$ cat src/rtl/rpsc_card10_input_filter.sv
// RPSC card 10 trip-input conditioning: per-channel 2-flop synchroniser, debounce
// filter and chatter monitor feeding the FF25..FF32 inputs.
module rpsc_card10_input_filter #(
  parameter int N_CH          = 8,
  parameter int DEBOUNCE      = 16,
  parameter int CHATTER_LIMIT = 4,
  parameter int WINDOW        = 1024
) (
  input  logic            clk,
  input  logic            reset,
  input  logic [N_CH-1:0] raw_in,
  input  logic            fault_clr,
  output logic [N_CH-1:0] ff_in,
  output logic [N_CH-1:0] trip_rise,
  output logic [N_CH-1:0] chatter_fault,
  output logic            any_fault
);

  localparam int CNT_W  = $clog2(DEBOUNCE);
  localparam int CHAT_W = $clog2(CHATTER_LIMIT + 1);
  localparam int WIN_W  = $clog2(WINDOW);

  localparam logic [CNT_W-1:0]  CNT_MAX  = CNT_W'(DEBOUNCE - 1);
  localparam logic [CHAT_W-1:0] CHAT_MAX = CHAT_W'(CHATTER_LIMIT);
  localparam logic [CHAT_W-1:0] CHAT_PRE = CHAT_W'(CHATTER_LIMIT - 1);
  localparam logic [WIN_W-1:0]  WIN_MAX  = WIN_W'(WINDOW - 1);
  localparam logic [CNT_W-1:0]  CNT_ONE  = CNT_W'(1);
  localparam logic [CHAT_W-1:0] CHAT_ONE = CHAT_W'(1);
  localparam logic [WIN_W-1:0]  WIN_ONE  = WIN_W'(1);

  logic [N_CH-1:0]   s1_q, s1_d;
  logic [N_CH-1:0]   s2_q, s2_d;
  logic [N_CH-1:0]   filt_q, filt_d;
  logic [CNT_W-1:0]  cnt_q  [N_CH];
  logic [CNT_W-1:0]  cnt_d  [N_CH];
  logic [CHAT_W-1:0] chat_q [N_CH];
  logic [CHAT_W-1:0] chat_d [N_CH];
  logic [N_CH-1:0]   fault_q, fault_d;
  logic [WIN_W-1:0]  win_q, win_d;
  logic [N_CH-1:0]   ff_in_q, ff_in_d;
  logic [N_CH-1:0]   trip_rise_q, trip_rise_d;
  logic              any_fault_q, any_fault_d;

  logic              win_wrap_s;
  logic [N_CH-1:0]   trans_s;
  logic [N_CH-1:0]   fault_set_s;

  // Next-state logic: synchroniser, window counter, debounce, chatter and outputs.
  always_comb begin
    s1_d        = raw_in;
    s2_d        = s1_q;
    win_wrap_s  = (win_q == WIN_MAX);
    // s1_q is the value s2 takes on this edge, so this flags a transition as it lands on s2.
    trans_s     = s1_q ^ s2_q;
    filt_d      = filt_q;
    fault_set_s = '0;

    if (win_wrap_s) begin
      win_d = '0;
    end else begin
      win_d = win_q + WIN_ONE;
    end

    for (int i = 0; i < N_CH; i++) begin
      cnt_d[i]  = cnt_q[i];
      chat_d[i] = chat_q[i];

      if (s2_q[i] == filt_q[i]) begin
        cnt_d[i] = '0;
      end else if (cnt_q[i] == CNT_MAX) begin
        filt_d[i] = s2_q[i];
        cnt_d[i]  = '0;
      end else begin
        cnt_d[i] = cnt_q[i] + CNT_ONE;
      end

      // A transition on the wrap edge is dropped; a fault set beats a same-edge clear.
      if (!win_wrap_s && trans_s[i] && (chat_q[i] == CHAT_PRE)) begin
        fault_set_s[i] = 1'b1;
      end else begin
        fault_set_s[i] = 1'b0;
      end

      if (win_wrap_s || fault_clr) begin
        chat_d[i] = '0;
      end else if (trans_s[i] && (chat_q[i] != CHAT_MAX)) begin
        chat_d[i] = chat_q[i] + CHAT_ONE;
      end else begin
        chat_d[i] = chat_q[i];
      end
    end

    fault_d     = fault_set_s | (fault_q & ~{N_CH{fault_clr}});
    ff_in_d     = filt_d | fault_d;
    trip_rise_d = ff_in_d & ~ff_in_q;
    any_fault_d = |fault_d;
  end

  // State and output registers with synchronous active-high reset.
  always_ff @(posedge clk) begin
    if (reset) begin
      s1_q        <= '0;
      s2_q        <= '0;
      filt_q      <= '0;
      fault_q     <= '0;
      win_q       <= '0;
      ff_in_q     <= '0;
      trip_rise_q <= '0;
      any_fault_q <= 1'b0;
      for (int i = 0; i < N_CH; i++) begin
        cnt_q[i]  <= '0;
        chat_q[i] <= '0;
      end
    end else begin
      s1_q        <= s1_d;
      s2_q        <= s2_d;
      filt_q      <= filt_d;
      fault_q     <= fault_d;
      win_q       <= win_d;
      ff_in_q     <= ff_in_d;
      trip_rise_q <= trip_rise_d;
      any_fault_q <= any_fault_d;
      for (int i = 0; i < N_CH; i++) begin
        cnt_q[i]  <= cnt_d[i];
        chat_q[i] <= chat_d[i];
      end
    end
  end

  assign ff_in         = ff_in_q;
  assign trip_rise     = trip_rise_q;
  assign chatter_fault = fault_q;
  assign any_fault     = any_fault_q;

endmodule
$ cat config.mk
export PLATFORM = sky130hd
export DESIGN_NAME = rpsc_card10_input_filter
export DESIGN_NICKNAME = d
export VERILOG_FILES = /design/src/rtl/rpsc_card10_input_filter.sv
export SDC_FILE = /design/constraint.sdc
export NUM_CORES = 1
export LEC_CHECK = 0
export ABC_AREA = 1
export CORE_MARGIN = 2
export CORE_UTILIZATION = 55
export CTS_CLUSTER_SIZE = 25
export DETAILED_ROUTE_END_ITERATION = 6
export PLACE_DENSITY = 0.87
export SLEW_MARGIN = 10
export SYNTH_ARGS = -nofsm -noshare
export SYNTH_HDL_FRONTEND = slang
export SYNTH_SLANG_ARGS = --single-unit
$ cat constraint.sdc
create_clock -name clk -period 2.75 [get_ports clk]
set_clock_uncertainty 0.05 [all_clocks]
set_input_delay 0.4125 -clock clk [delete_from_list [all_inputs] [get_ports clk]]
set_output_delay 0.4125 -clock clk [all_outputs]
set_load 0.02 [all_outputs]
Fig. 1: supply network
Scale: 4 px per um. Pins as bars on the die edge. Tap cells in grey.
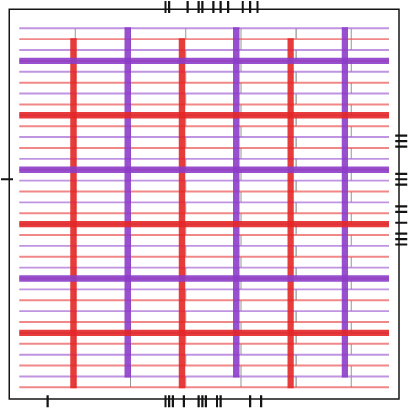
Key: red = VSS; purple = VDD
The core has 33 rows. 6 straps on met5. 34 met1 rails follow the rows. 36 signal pins sit on the boundary.
Die Ht: 97.1 um
Core Area: 8300 um^2
die width: 97.1 um

Fig. 2: cells coloured by class
Scale: 4 px per um. Fill, decap, tap and diode cells in grey.
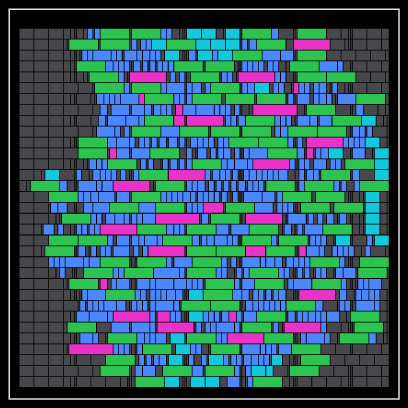
Key: cyan = other buffers and delay cells [cells 36, share of their area 6.3%]; green = flops [cells 115, share of their area 41%]; blue = combinational and other logic [cells 471, share of their area 43%]; magenta = clock drivers and dummy loads [cells 31, share of their area 10%]
utilization after layout: 69.5%
Core Rows: 33

==> run notes <==
impl run done, here's what came out: clk latency late pin=510 ps, crit path DRT=2290 ps, register area share after synthesis=48.3%, GR Layer Usage met1=22.3%, R2R cell count=8, Slew Limit Headroom=65.1%, Logic pwr share=3.6%, status=finished clean, # Cells Yosys=594, GR peak layer=met2, cell internal pwr=3.13 mW, switching part of the total=21.5%, Synth cell types=30, Worst Hold Depth=4, Slowest-stage cell, CP=clkdlybuf4s50_1, CTS tree=yes, Reg area=2300 um^2, top logic cells by instance count in the layout=nand2_1, dfxtp_1, nor2_1, final hold slack=309 ps, Sink Count=115, setup slack after layout=763 ps, clock slew at reported path FFs=60 ps, Initial Util=57.4%, clock tree buffer depth=2, first-pass GRT wire length=17000 um, R2R Path Start=win_q[0], Placed Cells incl. Taps=727, hold wc startpoint=reset, post-route clock period utilization=72.3%, Flop pwr share=43.0%, final slew viol count=0, Worst EP arrival=1520 ps, GR Overflow Total=0, crit path kind=flip-flop to output pin, Worst R2R Setup Slack=1030 ps, Final ANT Viol Nets=0, Largest stage delay, worst path=630 ps, clock share of power=53.4%, Final Non-Filler Cells=758, Min-Delay Endpoint=win_q[1], Min-Delay Path Class=input pin to flip-flop, drt initial violations=132, routability cong.=0.819, Leakage=2.44 nW, logic area=2040 um^2, Max rail drop VDD=372 uV, CP Cell Sequence=clkdlybuf4s50_1, pre-CTS WS=873 ps, critical path's top delay family=buffers and inverters, cts repair resizes=0, unrepaired setup endpoints after global routing=no, power per cell area=690 nW/um^2, Tmin final=1990 ps, MaxCap Viol Count=0, First-pass DRT Iterations=4, fillers=580, Floorplan Nets=638, Psw=0.854 mW, CP max FO=2, Critical Path Start Type=flip-flop, CP Buf/Inv Count=1, routing usage on met2=41.1%, synthesis-to-finish area growth=21.2%, Post-Syn Instances=594, Setup TNS=0 ps, largest net degree at the start of global routing=52, Synth Warn #=0, met3 Resource Use GR=6.91%
Fig. 3: clock network drawn from the DEF
Scale: 4 px per um.
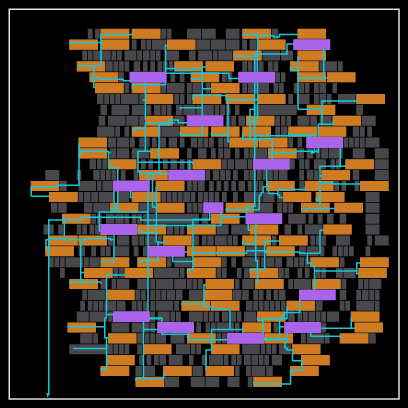
Key: purple = clock drivers [count 17]; orange = flip-flops [count 115]; cyan = clock wires [length 1390 um]
Position of the flops: widely spread. There are 18 routed clock nets.

Fig. 4: signal wires by layer
Scale: 4 px per um.
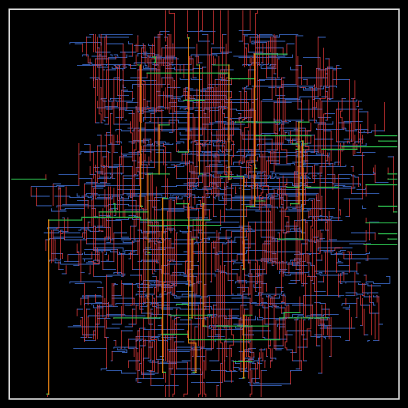
Key: red = metal 2 [wire length 5260 um]; green = metal 3 [wire length 380 um]; orange = metal 4 [wire length 471 um]; blue = metal 1 [wire length 3870 um]
overall routed net length: 9980 um
wire length per cell: 13.2 um
All-Layer GR Usage: 22.5%
Vias: 3804

[worst max path at each step]
stage | from | endpoint | slack [ps] | cells past startpoint
floorplan | win_q[0] | any_fault | 1330 | 10
global placement | fault_clr | any_fault | 870 | 8
detailed placement | fault_clr | any_fault | 870 | 8
CTS | chatter_fault[5] | chatter_fault[5] | 740 | 1
global route | chatter_fault[5] | chatter_fault[5] | 740 | 1
finish | chatter_fault[5] | chatter_fault[5] | 760 | 1
[Yosys cell counts]
library cell    n  share of area [%]
a211oi_1        1               0.16
a21oi_1        25                2.6
a21oi_2        18                3.3
and2_1          1               0.13
and3_1          1               0.13
buf_6           1               0.24
buf_8           1               0.32
clkbuf_1        6               0.47
clkinv_1        1              0.079
dfxtp_1       115                 48
ha_1           33                8.7
inv_1          86                6.8
inv_2          11               0.87
nand2_1       121                9.5
nand2_2         2               0.26
nand2_4         2               0.47
nand3_1        17                1.8
nand3_4         1               0.37
nor2_1         94                7.4
nor2_2          1               0.13
nor2_4          2               0.47
nor3_1         17                1.8
nor3b_1         2               0.32
o211ai_1        1               0.16
o21a_1          1               0.16
o21ai_0         8               0.84
or2_0           7               0.92
or2_1           1               0.13
xnor2_1         1               0.18
xor2_1         16                2.9
[cell type report]
class	instances	area share [%]
clock inverter	11	2.36
inverter	98	6.38
clock buffer	20	7.55
multi-input combinational	373	35.4
sequential	115	39.9
timing repair buffer	36	6.12
tap	105	2.28
[power groups by stage]
stage	clock network, mW	registers, mW	logic, mW
2_1_floorplan	0	1.74	0.105
3_3_place_gp	0	1.74	0.132
3_5_place_dp	0	1.75	0.140
4_1_cts	2.15	1.71	0.144
5_1_grt	2.22	1.71	0.164
6_report	2.13	1.71	0.144
[metal layers]
| metal | vias to the layer above | wire length (um) |
|---|---|---|
| met5 | - | 0 |
| li1 | 1924 | - |
| met3 | 40 | 379 |
| met2 | 86 | 5260 |
| met4 | 0 | 471 |
| met1 | 1754 | 3870 |
[sequential cells by signal (all words and copies together) (netlist names)]
register	cells
any_fault	1
chat_q	24
chatter_fault	8
cnt_q	32
ff_in	8
filt_q	8
s1_q	8
s2_q	8
trip_rise	8
win_q	10
[cells by family (layout without fill, tap and decap cells)]
kind of cell / count (synthesis) / in the layout / synth area share [%]
flops: 115 / 115 / 48.3
fa+ha+maj: 33 / 33 / 8.67
buf+inv: 106 / 165 / 8.75
compound gates: 54 / 54 / 7.25
simple gates: 269 / 269 / 23.9
xor+xnor: 17 / 17 / 3.13
[through the flow]
step | power (mW) | cell area [um^2]
after floorplan | 1.85 | 4760
after detailed placement | 1.89 | 5200
after CTS | 4.00 | 5770
final | 3.98 | 5770
after global routing | 4.10 | 5770
after global placement | 1.88 | 5200
Power and IR drop assume default switching activity.
